Fig. 1: run 1, routed metal, one colour a layer
Only two layers are drawn.
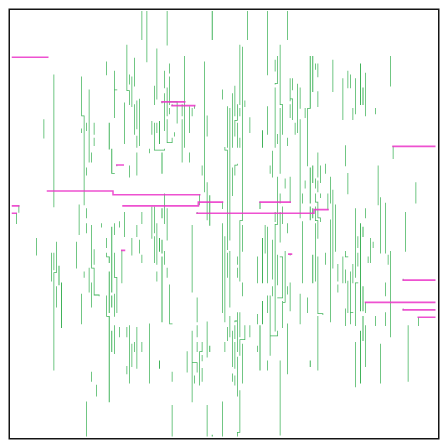
Fig. 2: run 1, sequential cells coloured by netlist name
Scale bar: 20 um. Other sequential cells in the stronger grey, the rest of the logic in the fainter grey.
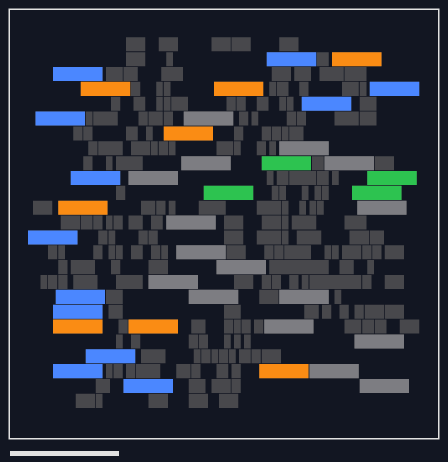
Fig. 3: run 1, congestion heat map
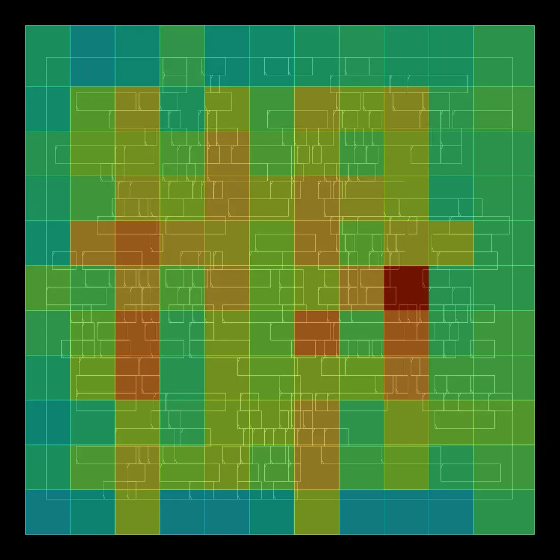
<file path="src/rtl/btn_evt_arbiter.sv">
// Per-channel button event generator with a round-robin arbiter.
// Each channel runs an IDLE/PRESS/HOLD FSM. Events go into a one-deep
// pending slot per channel, and one output register is fed from those slots.
// Optional feature: define BTN_AUTO_REPEAT_EN to re-emit HOLD every
// REPEAT_CYC edges while a button stays held.
//
// Handshake: an event transfers on a rising edge where o_evt_valid and
// i_evt_ready are both high. While o_evt_valid=1 and i_evt_ready=0,
// o_evt_id and o_evt_kind hold. While o_evt_valid=0 both read 0.

package my_pkg;
    typedef enum logic [1:0] {
        IDLE  = 2'b00,
        PRESS = 2'b01,
        HOLD  = 2'b10
    } state_e;
endpackage

module btn_evt_arbiter
    import my_pkg::*;
#(
    parameter int NUM_BTN    = 4,
    parameter int HOLD_CYC   = 8,
    parameter int REPEAT_CYC = 4
) (
    input  logic                       i_clk,
    input  logic                       i_rst,
    input  logic [NUM_BTN-1:0]         i_btn,
    output logic                       o_evt_valid,
    input  logic                       i_evt_ready,
    output logic [$clog2(NUM_BTN)-1:0] o_evt_id,
    output logic [1:0]                 o_evt_kind,
    output logic [2*NUM_BTN-1:0]       o_state,
    output logic                       o_drop
);

    localparam int ID_W  = $clog2(NUM_BTN);
    localparam int CNT_W = $clog2(HOLD_CYC);

    if (NUM_BTN < 2 || NUM_BTN > 8 || HOLD_CYC < 2 || REPEAT_CYC < 1) begin : g_bad_param
        $error("btn_evt_arbiter: parameter out of range");
    end

    state_e             state_q [NUM_BTN];
    state_e             state_d [NUM_BTN];
    logic [CNT_W-1:0]   cnt_q   [NUM_BTN];
    logic [CNT_W-1:0]   cnt_d   [NUM_BTN];
    logic [NUM_BTN-1:0] raise;
    state_e             raise_kind [NUM_BTN];

`ifdef BTN_AUTO_REPEAT_EN
    localparam int REP_W = (REPEAT_CYC > 1) ? $clog2(REPEAT_CYC) : 1;
    logic [REP_W-1:0]   rep_q [NUM_BTN];
    logic [REP_W-1:0]   rep_d [NUM_BTN];
`endif

    logic [NUM_BTN-1:0] pend_v_q;
    state_e             pend_k_q [NUM_BTN];

    logic               out_v_q;
    logic [ID_W-1:0]    out_id_q;
    state_e             out_k_q;
    logic [ID_W-1:0]    ptr_q;
    logic               drop_q;

    logic               load;
    logic               gnt_any;
    logic [ID_W-1:0]    gnt_idx;
    logic [NUM_BTN-1:0] grant;
    state_e             gnt_kind;
    logic [ID_W-1:0]    ptr_next;

    // Per-channel next state, hold counter and event raise.
    always_comb begin
        for (int n = 0; n < NUM_BTN; n++) begin
            state_d[n]    = state_q[n];
            cnt_d[n]      = cnt_q[n];
            raise[n]      = 1'b0;
            raise_kind[n] = IDLE;
`ifdef BTN_AUTO_REPEAT_EN
            rep_d[n]      = rep_q[n];
`endif
            case (state_q[n])
                IDLE: begin
                    if (i_btn[n]) begin
                        state_d[n]    = PRESS;
                        cnt_d[n]      = '0;
                        raise[n]      = 1'b1;
                        raise_kind[n] = PRESS;
                    end
                end
                PRESS: begin
                    if (!i_btn[n]) begin
                        state_d[n]    = IDLE;
                        raise[n]      = 1'b1;
                        raise_kind[n] = IDLE;
                    end else if (cnt_q[n] == CNT_W'(HOLD_CYC - 1)) begin
                        state_d[n]    = HOLD;
                        raise[n]      = 1'b1;
                        raise_kind[n] = HOLD;
`ifdef BTN_AUTO_REPEAT_EN
                        rep_d[n]      = '0;
`endif
                    end else begin
                        cnt_d[n] = cnt_q[n] + 1'b1;
                    end
                end
                HOLD: begin
                    if (!i_btn[n]) begin
                        state_d[n]    = IDLE;
                        raise[n]      = 1'b1;
                        raise_kind[n] = IDLE;
                    end
`ifdef BTN_AUTO_REPEAT_EN
                    else if (rep_q[n] == REP_W'(REPEAT_CYC - 1)) begin
                        raise[n]      = 1'b1;
                        raise_kind[n] = HOLD;
                        rep_d[n]      = '0;
                    end else begin
                        rep_d[n] = rep_q[n] + 1'b1;
                    end
`endif
                end
                // 2'b11 is not a legal state: fall back to IDLE silently.
                default: state_d[n] = IDLE;
            endcase
        end
    end

    // Channel FSM state and counters.
    always_ff @(posedge i_clk or posedge i_rst) begin
        if (i_rst) begin
            for (int n = 0; n < NUM_BTN; n++) begin
                state_q[n] <= IDLE;
                cnt_q[n]   <= '0;
`ifdef BTN_AUTO_REPEAT_EN
                rep_q[n]   <= '0;
`endif
            end
        end else begin
            for (int n = 0; n < NUM_BTN; n++) begin
                state_q[n] <= state_d[n];
                cnt_q[n]   <= cnt_d[n];
`ifdef BTN_AUTO_REPEAT_EN
                rep_q[n]   <= rep_d[n];
`endif
            end
        end
    end

    // Round-robin pick of the first pending channel at or after ptr_q.
    always_comb begin
        int c;
        c        = 0;
        gnt_any  = 1'b0;
        gnt_idx  = '0;
        grant    = '0;
        load     = !out_v_q || i_evt_ready;
        for (int i = 0; i < NUM_BTN; i++) begin
            c = int'(ptr_q) + i;
            if (c >= NUM_BTN) c = c - NUM_BTN;
            if (!gnt_any && pend_v_q[c]) begin
                gnt_any = 1'b1;
                gnt_idx = ID_W'(c);
            end
        end
        if (load && gnt_any) grant[gnt_idx] = 1'b1;
        gnt_kind = pend_k_q[gnt_idx];
        ptr_next = (int'(gnt_idx) == NUM_BTN - 1) ? '0 : gnt_idx + 1'b1;
    end

    // Pending slots: a new event always wins, even over a same-edge grant.
    always_ff @(posedge i_clk or posedge i_rst) begin
        if (i_rst) begin
            pend_v_q <= '0;
            drop_q   <= 1'b0;
            for (int n = 0; n < NUM_BTN; n++) pend_k_q[n] <= IDLE;
        end else begin
            drop_q <= |(raise & pend_v_q & ~grant);
            for (int n = 0; n < NUM_BTN; n++) begin
                if (raise[n]) begin
                    pend_v_q[n] <= 1'b1;
                    pend_k_q[n] <= raise_kind[n];
                end else if (grant[n]) begin
                    pend_v_q[n] <= 1'b0;
                end
            end
        end
    end

    // Output register, reloaded when empty or when the consumer takes it.
    always_ff @(posedge i_clk or posedge i_rst) begin
        if (i_rst) begin
            out_v_q  <= 1'b0;
            out_id_q <= '0;
            out_k_q  <= IDLE;
            ptr_q    <= '0;
        end else if (load) begin
            out_v_q  <= gnt_any;
            out_id_q <= gnt_any ? gnt_idx : '0;
            out_k_q  <= gnt_any ? gnt_kind : IDLE;
            if (gnt_any) ptr_q <= ptr_next;
        end
    end

    // Flatten channel states for observation.
    always_comb begin
        o_state = '0;
        for (int n = 0; n < NUM_BTN; n++) o_state[2*n +: 2] = state_q[n];
    end

    assign o_evt_valid = out_v_q;
    assign o_evt_id    = out_id_q;
    assign o_evt_kind  = out_k_q;
    assign o_drop      = drop_q;

endmodule

</file>
<file path="config.mk">
export PLATFORM = sky130hd
export DESIGN_NAME = btn_evt_arbiter
export DESIGN_NICKNAME = d
export VERILOG_FILES = /design/src/rtl/btn_evt_arbiter.sv
export SDC_FILE = /design/constraint.sdc
export NUM_CORES = 1
export LEC_CHECK = 0
export ABC_CLOCK_PERIOD_IN_PS = 3900
export CORE_MARGIN = 3
export CORE_UTILIZATION = 40
export CTS_CLUSTER_SIZE = 8
export DETAILED_ROUTE_END_ITERATION = 6
export SYNTH_ARGS = -nofsm -noshare
export SYNTH_HDL_FRONTEND = slang
export SYNTH_SLANG_ARGS = --single-unit
</file>
<file path="constraint.sdc">
create_clock -name i_clk -period 3.9 [get_ports i_clk]
set_input_delay 0.39 -clock i_clk [delete_from_list [all_inputs] [get_ports i_clk]]
set_output_delay 0.39 -clock i_clk [all_outputs]
set_load 0.05 [all_outputs]
</file>
==> impl_metrics.json, run 1 <==
{
  "diodes": 0,
  "top_cell_area_share_pct": 47.79,
  "synthDistinctLibCells": 28,
  "synthFlopType": "dfrtp_1",
  "placeableCoreArea_sq_um": 4880,
  "yosys-stat-cells": 218,
  "path_cells": "clkdlybuf4s50_1",
  "worstHoldEndpoint": "o_evt_id[1]",
  "crit_buf_inv": 1,
  "cts_tree": "yes",
  "critPathMaxStageDelay_ns": 0.87,
  "antenna_found_initial": 0,
  "period_used_pct": 54.12,
  "portBuffers": 20,
  "fp_nets": 237,
  "finClkSkew_ns": 0.01066,
  "gp_congestion": 0.7640,
  "ant_nets": 0,
  "min_period_ns": 2.111,
  "fp-utilization_pct": 42.92,
  "async_flop_share_pct": 100.0,
  "max_slew_margin_pct": 66.13,
  "r2r-start": "ptr_q[1]",
  "grt_setup_unrepaired": "no",
  "cp-start-kind": "register",
  "grt_pass1_vias": 1497,
  "via_per_inst": 5.135,
  "xor_share_pct": 0,
  "clockBufferDepth": 2,
  "drc": 0,
  "postSynthAreaPerCell_sq_um": 9.608,
  "slowest_stage": "clkdlybuf4s50_1",
  "edf_count": 0,
  "drive_above_1_share_pct": 6.967,
  "grt_overflow_total": 0,
  "logic_family": "AND-OR/OR-AND gates",
  "hold_path.class": "register to register",
  "placementRows": 25,
  "synth.most_common_cell": "dfrtp_1",
  "fp.dieH_um": 78.36,
  "dpl_worst_slack_ns": 1.933,
  "clk_pin_slew_ns": 0.08,
  "yosys.area_share.aoi_pct": 22.58,
  "ys_sh_adder_pct": 7.168,
  "ys_seq_share_pct": 47.79,
  "ys_area_sq_um": 2095,
  "htreeDepth": 2,
  "reg2reg_to": "o_drop",
  "area_growth_pct": 18.52,
  "crit_start": "o_state[2]",
  "cpLargestDelayFamily": "buffers and inverters",
  "endpoint_kind": "primary output",
  "io_pins": 21,
  "area_leaders": "dfrtp_1, ha_1, o21ai_0",
  "reg2reg_slack_ns": 1.93,
  "pwr_density_cell_nw_per_um2": 542.5,
  "cts_sinks": 40,
  "post-dp-hpwl_um": 2848,
  "cap_violations": 0,
  "hold_viol": 0,
  "grt_max_degree": 41,
  "whs_path_depth": 2,
  "placed_area_sq_um": 2375,
  "finalWorstSetupSlack_ns": 1.789,
  "grt_pass1_wl_um": 6844,
  "synthMuxAreaShare_pct": 4.480,
  "dr.pass1.iters": 4,
  "reg2reg_depth": 7,
  "dr.first_iter.drc_count": 123,
  "worstHoldStart": "o_evt_id[1]",
  "cp_max_fo": 12,
  "tightest_slew_ns": 0.5065,
  "die_area_sq_um": 6140,
  "syn_inst": 218,
  "yosysWarnings": 0,
  "setup.worst_path.class": "register to primary output",
  "clk_latency_ns": 0.29,
  "required_ns": 3.51,
  "die_w_um": 78.36,
  "simple_gate_share_pct": 14.04,
  "crit_cells": 1,
  "synth_area_sq_um": 2095,
  "tns_ns": 0,
  "postCtsSetupBuffers": 0,
  "crit_end": "o_state[2]",
  "final_cell_area_sq_um": 2482,
  "root_buffer": "clkbuf_8",
  "drv_slew": 0,
  "final-setup-viol-count": 0,
  "vdd_drop_max_mv": 0.2393,
  "p_leak_uw": 0.001159,
  "ys.flops": 40,
  "common_cells": "dfrtp_1, nand2_1, o21ai_0",
  "top_area_cell": "dfrtp_1",
  "cts_made_buffers": 5,
  "clock.fmax_mhz": 473.8,
  "ctsHoldBuffers": 0,
  "cts-resized-gates": 0,
  "arrival_ns": 1.72,
  "warning_count": 29,
  "status": "finished clean",
  "nets": 262
}
## Picture notes: Fig. 1
| layer | colour | wire length |
|---|---|---|
| M3 | magenta | 130 um |
| M2 | green | 1750 um |
final WL: 3960 um
Wirelength per Cell: 12.73 um
Total GRT Usage: 13.97%
Vias: 1597

## Picture notes: Fig. 2
| name in the netlist | colour | sequential cells |
|---|---|---|
| o_state | orange | 8 |
| cnt_q | blue | 12 |
| pend_v_q | green | 4 |

## Picture notes: Fig. 3
final design utilization: 50.87%
busiest grt layer: met2
routing usage on met2: 21.49%
M3 GR Usage: 4.014%

## run 1: power breakdown
part           total [uW]  switching (uW)  internal, uW
combinational         461             262           199
clock                 335             145           190
sequential            550            69.9           480
## run 1: layout make-up
class | instances | area, sq um
clock buffer | 6 | 72.57
clock inverter | 2 | 35.03
fill | 484 | 2397
inverter | 19 | 71.32
multi-input combinational | 156 | 1011
sequential | 40 | 1001
tap | 67 | 83.83
timing repair buffer | 21 | 207.7
## run 1: layout by cell type, fill, tap and decap left out, types with 3 or more instances in the layout
cell type	instances
dfrtp_1	40
nand2_1	29
o21ai_0	23
clkdlybuf4s50_1	20
inv_1	19
a21oi_1	18
ha_1	12
nor3_1	10
a21o_1	8
a22o_1	8
nor2b_1	7
nand3_1	7
mux2i_1	6
nor2_1	5
clkbuf_8	5
nand2b_1	4
mux2_2	3
## run 1: registers in the layout, summed over array words and instances, names as in the netlist
name         flops
cnt_q           12
o_state          8
o_drop           1
pend_v_q         4
o_evt_valid      1
o_evt_id         2
pend_k_q         8
o_evt_kind       2
ptr_q            2
## run 1: layer usage
metal	share of wire [%]	vias up	wire length [um]	track usage (%)
met2	44	20	1748	21.49
met1	51	748	2031	18.67
met4	1.2	0	49	5.245
met5	0	-	0	0
met3	3.3	7	130	4.014
li1	-	822	-	-
## run 1: metrics by stage
step	instances	hold slack, ns	total power [uW]	utilization [%]
after floorplan	218	0.4554	902.4	-
after global placement	303	0.4756	1019	48.67
after detailed placement	303	0.4935	1021	48.67
after CTS	311	0.5111	1363	50.87
after global routing	311	0.5300	1446	50.87
final	311	0.5012	1347	50.87
==> run 1 -> run 2 <==
--- a/config.mk
+++ b/config.mk
@@ -5,7 +5,7 @@
 export SDC_FILE = /design/constraint.sdc
 export NUM_CORES = 1
 export LEC_CHECK = 0
-export ABC_CLOCK_PERIOD_IN_PS = 3900
+export ABC_CLOCK_PERIOD_IN_PS = 1750
 export CORE_MARGIN = 3
 export CORE_UTILIZATION = 40
 export CTS_CLUSTER_SIZE = 8
==> constraint.sdc (replaced) <==
create_clock -name i_clk -period 1.75 [get_ports i_clk]
set_input_delay 0.175 -clock i_clk [delete_from_list [all_inputs] [get_ports i_clk]]
set_output_delay 0.175 -clock i_clk [all_outputs]
set_load 0.05 [all_outputs]
Fig. 4: run 2, congestion heat map
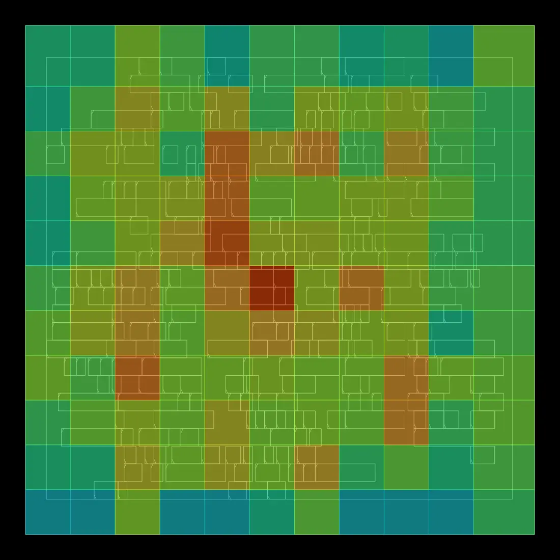
routing usage on met2: 23.29%
M3 GR Usage: 3.670%
Wirelength per Cell: 12.33 um
Total GRT Usage: 15.10%

Fig. 5: run 2, routed metal, one colour a layer
Only two layers are drawn.
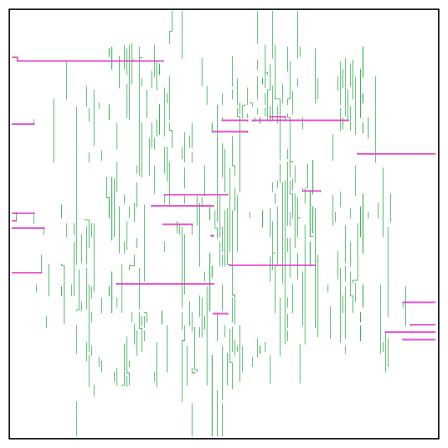
| layer | colour | wire length |
|---|---|---|
| M3 | magenta | 185 um |
| M2 | green | 1790 um |
final WL: 4094 um
Vias: 1679

==> impl_metrics.json, run 2 <==
{
  "grt_overflow_total": 0,
  "swShare_pct": 35.93,
  "route.met2.wl_um": 1791,
  "arrival_ns": 1.98,
  "fin_util_pct": 53.72,
  "ys_seq_share_pct": 47.79,
  "area_growth_pct": 25.15,
  "nets": 284,
  "ctsHoldBuffers": 0,
  "fin_hold_ws_ns": 0.2905,
  "grt_pass1_wl_um": 7369,
  "dr.pass1.iters": 4,
  "edf_count": 0,
  "hold_viol": 0,
  "drive_above_1_share_pct": 20.00,
  "synth_area_sq_um": 2095,
  "die_w_um": 78.36,
  "gp_congestion": 0.7618,
  "via_per_inst": 5.057,
  "top_area_cell": "dfrtp_1",
  "yosysWarnings": 0,
  "cts_tree": "yes",
  "top_cell_area_share_pct": 47.79,
  "final_cell_area_sq_um": 2621,
  "clk_latency_ns": 0.29,
  "violations": "setup timing",
  "fillers": 461,
  "pwr_density_cell_nw_per_um2": 1173,
  "async_flop_share_pct": 100.0,
  "grt_setup_unrepaired": "yes",
  "clock.fmax_mhz": 555.7,
  "simple_gate_share_pct": 14.04,
  "die_area_sq_um": 6140,
  "layout_top_cell": "dfrtp_1",
  "mostFrequentLayoutCells": "dfrtp_1, buf_4, nand2_1, o21ai_0, inv_1",
  "p_leak_uw": 0.001261,
  "finalWorstSetupSlack_ns": -0.04940,
  "fp-utilization_pct": 42.92,
  "status": "finished, violations left",
  "p_seq_share_pct": 39.6,
  "cts_made_buffers": 5,
  "root_buffer": "clkbuf_8",
  "placeableCoreArea_sq_um": 4880,
  "common_cells": "dfrtp_1, nand2_1, o21ai_0",
  "tns_ns": -0.1152,
  "endpoint_kind": "register",
  "synth.most_common_cell": "dfrtp_1",
  "xor_share_pct": 0,
  "warning_count": 32,
  "min_period_ns": 1.799,
  "top_register": "cnt_q",
  "io_pins": 21,
  "internal_power_uw": 1971,
  "power_uw": 3076,
  "synthMuxAreaShare_pct": 4.480,
  "grt_pass1_vias": 1608,
  "power_frac_comb_pct": 41.1,
  "drv_slew": 0,
  "finClkSkew_ns": 0.01094,
  "cts-resized-gates": 1,
  "clockBufferDepth": 2,
  "yosys.area_share.aoi_pct": 22.58,
  "area_leaders": "dfrtp_1, ha_1, o21ai_0",
  "cp-start-kind": "register",
  "cp_max_fo": 4,
  "synthFlopType": "dfrtp_1",
  "vdd_drop_max_mv": 0.6121,
  "ant_nets": 0,
  "placed_area_sq_um": 2529,
  "final-setup-viol-count": 3,
  "cts_sinks": 40,
  "ys_area_sq_um": 2095,
  "dpl_worst_slack_ns": -0.06970,
  "postSynthAreaPerCell_sq_um": 9.608,
  "synthDistinctLibCells": 28,
  "tightest_slew_ns": 0.5075,
  "portBuffers": 20,
  "post-dp-hpwl_um": 3010,
  "placedCellCount": 325,
  "postCtsSetupBuffers": 0,
  "grt_max_degree": 41,
  "antenna_found_initial": 0,
  "diodes": 0,
  "period_used_pct": 102.8,
  "largest_reg_flops": 12,
  "stdcell_count": 332,
  "drc": 0,
  "dr_wl_met3_um": 185,
  "fp_nets": 237,
  "top_layer_used": "met4",
  "required_ns": 1.93,
  "clk_pin_slew_ns": 0.08,
  "cap_violations": 0,
  "placementRows": 25,
  "syn_inst": 218,
  "m1WireLength_um": 2055,
  "yosys-stat-cells": 218,
  "max_slew_margin_pct": 66.17,
  "setup.worst_path.class": "register to register",
  "power.switching_uw": 1105,
  "hold_path.class": "primary input to asynchronous set/reset pin",
  "ys_sh_adder_pct": 7.168,
  "htreeDepth": 2,
  "logic_family": "AND-OR/OR-AND gates",
  "clkPwrFrac_pct": 19.3,
  "fp.dieH_um": 78.36,
  "dr.first_iter.drc_count": 63,
  "ys.flops": 40
}
run 2: worst max-delay path, cell delays in order, from the launching register on:
cell,delay [ns]
dfrtp_2,0.45
mux2i_2,0.18
a221oi_4,0.36
buf_6,0.17
mux2i_1,0.17
nor3_1,0.05
a211o_2,0.30
run 2: logic make-up (layout without fill, tap and decap cells):
| group | Yosys count | after routing |
|---|---|---|
| AND-OR/OR-AND | 71 | 71 |
| adder cells (fa/ha/maj) | 12 | 12 |
| buffers and inverters | 22 | 69 |
| flip-flops | 40 | 40 |
| multiplexers | 9 | 9 |
| AND/OR/NAND/NOR | 64 | 64 |
run 2: cell type report:
type | instances | area, sq um | share of cell area [%]
Timing Repair Buffer | 43 | 356.6 | 13.60
Clock buffer | 5 | 68.82 | 2.625
Sequential cell | 40 | 1005 | 38.33
Inverter | 19 | 71.32 | 2.721
Multi-Input combinational cell | 156 | 1023 | 39.05
Tap cell | 67 | 83.83 | 3.198
Clock inverter | 2 | 12.51 | 0.4773
run 2: path summary, 6_finish.rpt:
path,startpoint,endpoint,slack [ns],depth (start not counted)
worst max-delay path,ptr_q[1],o_evt_kind[0],-0.05,6
worst min-delay path,i_rst,cnt_q[5],0.29,3
worst max register to register,ptr_q[1],o_evt_kind[0],-0.05,6
worst min register to register,o_evt_id[1],o_evt_id[1],0.50,2
max in group asynchronous,i_rst,ptr_q[0],1.06,3
min in group i_clk,o_evt_id[1],o_evt_id[1],0.50,2
run 2: power by group through the flow:
stage                     Sequential [uW]  Clock (uW)  Combinational, uW
final                                1220         592               1260
after CTS                            1210         617               1280
after global routing                 1240         668               1410
after floorplan                      1370           0                662
after detailed placement             1230           0               1250
after global placement               1230           0               1240
run 2: routing by layer:
layer	vias to the layer above	GRT usage, %
li1	868	-
met1	776	20.73
met2	28	23.29
met3	7	3.670
met4	0	5.245
met5	-	0
==> run 2 -> run 3 <==
--- a/config.mk
+++ b/config.mk
@@ -5,11 +5,13 @@
 export SDC_FILE = /design/constraint.sdc
 export NUM_CORES = 1
 export LEC_CHECK = 0
+export ABC_AREA = 1
 export ABC_CLOCK_PERIOD_IN_PS = 1750
 export CORE_MARGIN = 3
 export CORE_UTILIZATION = 40
 export CTS_CLUSTER_SIZE = 8
 export DETAILED_ROUTE_END_ITERATION = 6
+export GPL_TIMING_DRIVEN = 0
 export SYNTH_ARGS = -nofsm -noshare
 export SYNTH_HDL_FRONTEND = slang
 export SYNTH_SLANG_ARGS = --single-unit
Fig. 6: run 3, congestion heat map
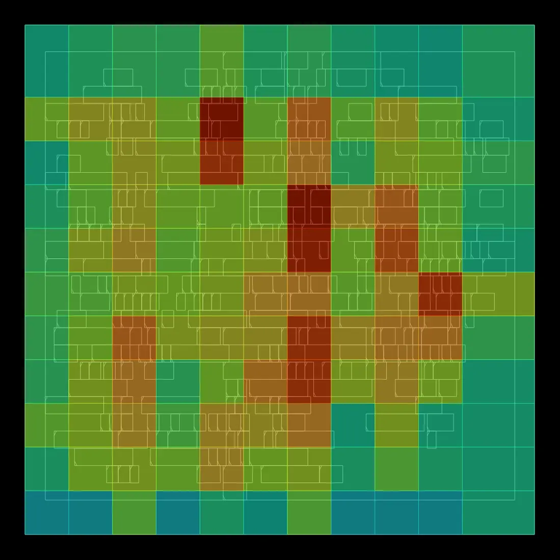
final design utilization: 55.97%
M3 GR Usage: 4.036%
routing usage on met2: 25.50%

Fig. 7: run 3, routed metal, one colour a layer
Only two layers are drawn.
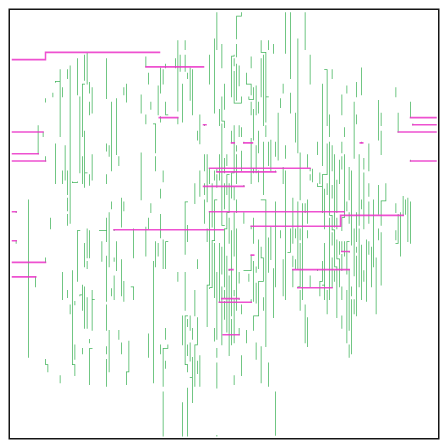
| layer | colour | wire length |
|---|---|---|
| M3 | magenta | 241 um |
| M2 | green | 2150 um |
Wirelength per Cell: 11.61 um
Vias: 1919
final WL: 4575 um
Total GRT Usage: 15.91%

==> impl_metrics.json, run 3 <==
{
  "grt_pass1_wl_um": 8079,
  "placedCellCount": 372,
  "hold_viol": 0,
  "tightest_slew_ns": 0.8128,
  "clk_latency_ns": 0.30,
  "largest_reg_flops": 12,
  "grt_max_degree": 41,
  "top_area_cell": "dfrtp_1",
  "cts_made_buffers": 5,
  "grt_overflow_total": 0,
  "ys_seq_share_pct": 45.22,
  "yosysWarnings": 0,
  "synth_area_sq_um": 2213,
  "swShare_pct": 45.66,
  "cp-start-kind": "register",
  "clockBufferDepth": 2,
  "vdd_drop_max_mv": 1.093,
  "min_period_ns": 1.869,
  "max_slew_margin_pct": 45.73,
  "nets": 342,
  "ys.flops": 40,
  "synthFlopType": "dfrtp_1",
  "ys_area_sq_um": 2213,
  "drc": 0,
  "placed_area_sq_um": 2501,
  "gp_congestion": 0.8017,
  "grt_pass1_vias": 1885,
  "fp_nets": 301,
  "p_leak_uw": 0.001603,
  "clk_pin_slew_ns": 0.08,
  "via_per_inst": 4.871,
  "edf_count": 0,
  "reg2reg_depth": 13,
  "p_seq_share_pct": 22.9,
  "syn_inst": 282,
  "violations": "setup timing",
  "status": "finished, violations left",
  "fp.dieH_um": 80.39,
  "maxPowerGroup": "combinational cells",
  "tns_ns": -0.5856,
  "stdcell_count": 394,
  "required_ns": 1.94,
  "drive_above_1_share_pct": 24.07,
  "fp-utilization_pct": 42.26,
  "pg_clk_uw": 749,
  "post-dp-hpwl_um": 3048,
  "cap_violations": 0,
  "hold_path.class": "primary input to asynchronous set/reset pin",
  "postSynthAreaPerCell_sq_um": 7.849,
  "finalWorstSetupSlack_ns": -0.1191,
  "clkPwrFrac_pct": 13.9,
  "async_flop_share_pct": 100.0,
  "drv_slew": 0,
  "critPathMaxStageDelay_ns": 0.40,
  "cts-resized-gates": 40,
  "pwr_density_cell_nw_per_um2": 1843,
  "final_cell_area_sq_um": 2932,
  "fin_hold_ws_ns": 0.3538,
  "power_uw": 5404,
  "io_pins": 21,
  "slowest_stage": "dfrtp_1",
  "final-setup-viol-count": 9,
  "path_cells": "buf_6 > nand2_2 > nand2_4 > nand2_2 > nand2_2 > nor2_4 > buf_6 > nand3_4 > nand3_4 > inv_4 > ha_4 > nand2_1 > o21ai_1",
  "warning_count": 31,
  "endpoint_kind": "register",
  "crit_cells": 13,
  "arrival_ns": 2.06,
  "placeableCoreArea_sq_um": 5238,
  "top_register": "cnt_q",
  "layout_top_cell": "nand2_1",
  "postCtsSetupBuffers": 9,
  "yosys-stat-cells": 282,
  "die_area_sq_um": 6462,
  "antenna_found_initial": 0,
  "synth.most_common_cell": "nand2_1",
  "cts_sinks": 40,
  "finClkSkew_ns": 0.004321,
  "ant_nets": 0,
  "dpl_worst_slack_ns": -0.1920,
  "top_cell_area_share_pct": 45.22,
  "root_buffer": "clkbuf_8",
  "htreeDepth": 2,
  "cp_max_fo": 9,
  "common_cells": "nand2_1, nand3_1, dfrtp_1",
  "pg_comb_uw": 3420,
  "grt_setup_unrepaired": "yes",
  "internal_power_uw": 2937,
  "cts_tree": "yes",
  "diodes": 0,
  "area_leaders": "dfrtp_1, nand2_1, nand3_1",
  "sequentialPower_uw": 1240,
  "synthDistinctLibCells": 20,
  "portBuffers": 20,
  "cpLargestDelayFamily": "simple AND/OR/NAND/NOR gates",
  "die_w_um": 80.39,
  "mostFrequentLayoutCells": "nand2_1, dfrtp_1, inv_1, nand3_1, o21ai_0",
  "clock.fmax_mhz": 535.0,
  "dr.pass1.iters": 4,
  "placementRows": 26,
  "crit_top_cell": "nand2_2",
  "period_used_pct": 106.8,
  "reg2reg_slack_ns": -0.12,
  "power_frac_comb_pct": 63.2,
  "area_growth_pct": 32.45,
  "ctsHoldBuffers": 0,
  "setup.worst_path.class": "register to register",
  "dr.first_iter.drc_count": 68,
  "crit_buf_inv": 3,
  "power.switching_uw": 2467
}
-- run 3: area by class of cell --
type / instances / area (sq um)
Fill cell: 488 / 2306
Multi-Input combinational cell: 197 / 1201
Sequential cell: 40 / 1002
Timing Repair Buffer: 33 / 327.8
Inverter: 43 / 171.4
Tap cell: 70 / 87.58
Clock buffer: 5 / 68.82
Clock inverter: 3 / 42.54
Buffer: 2 / 22.52
Timing Repair inverter: 1 / 7.507
-- run 3: worst register-to-register path, stage by stage, from the launching register on --
cell     delay, ns
dfrtp_1       0.40
buf_6         0.15
nand2_2       0.08
nand2_4       0.07
nand2_2       0.08
nand2_2       0.07
nor2_4        0.16
buf_6         0.12
nand3_4       0.07
nand3_4       0.16
inv_4         0.07
ha_4          0.23
nand2_1       0.05
o21ai_1       0.06
-- run 3: path summary, 6_finish.rpt --
kind                                    end        start
worst max register to register     ptr_q[1]     ptr_q[0]
worst max-delay path               ptr_q[1]     ptr_q[0]
worst min-delay path             o_state[5]        i_rst
worst min register to register  pend_k_q[3]  pend_k_q[3]
min in group i_clk              pend_k_q[3]  pend_k_q[3]
max in group asynchronous          ptr_q[1]        i_rst
-- run 3: layer usage --
metal | global-route usage [%] | vias up | wire [um]
li1 | - | 981 | -
met1 | 20.44 | 881 | 2064
met2 | 25.50 | 43 | 2149
met3 | 4.036 | 14 | 240
met4 | 6.419 | 0 | 121
met5 | 0 | - | 0
-- run 3: logic make-up (layout without fill, tap and decap cells) --
logic type / count (synthesis) / in the layout / synth area share, %
and+or+nand+nor: 157 / 157 / 33.18
adders and majority gates: 12 / 12 / 6.783
buffers and inverters: 45 / 87 / 8.479
DFF: 40 / 40 / 45.22
AOI/OAI and AO/OA: 28 / 28 / 6.332
No activity file was given, so power comes from the tool's default toggle rates.
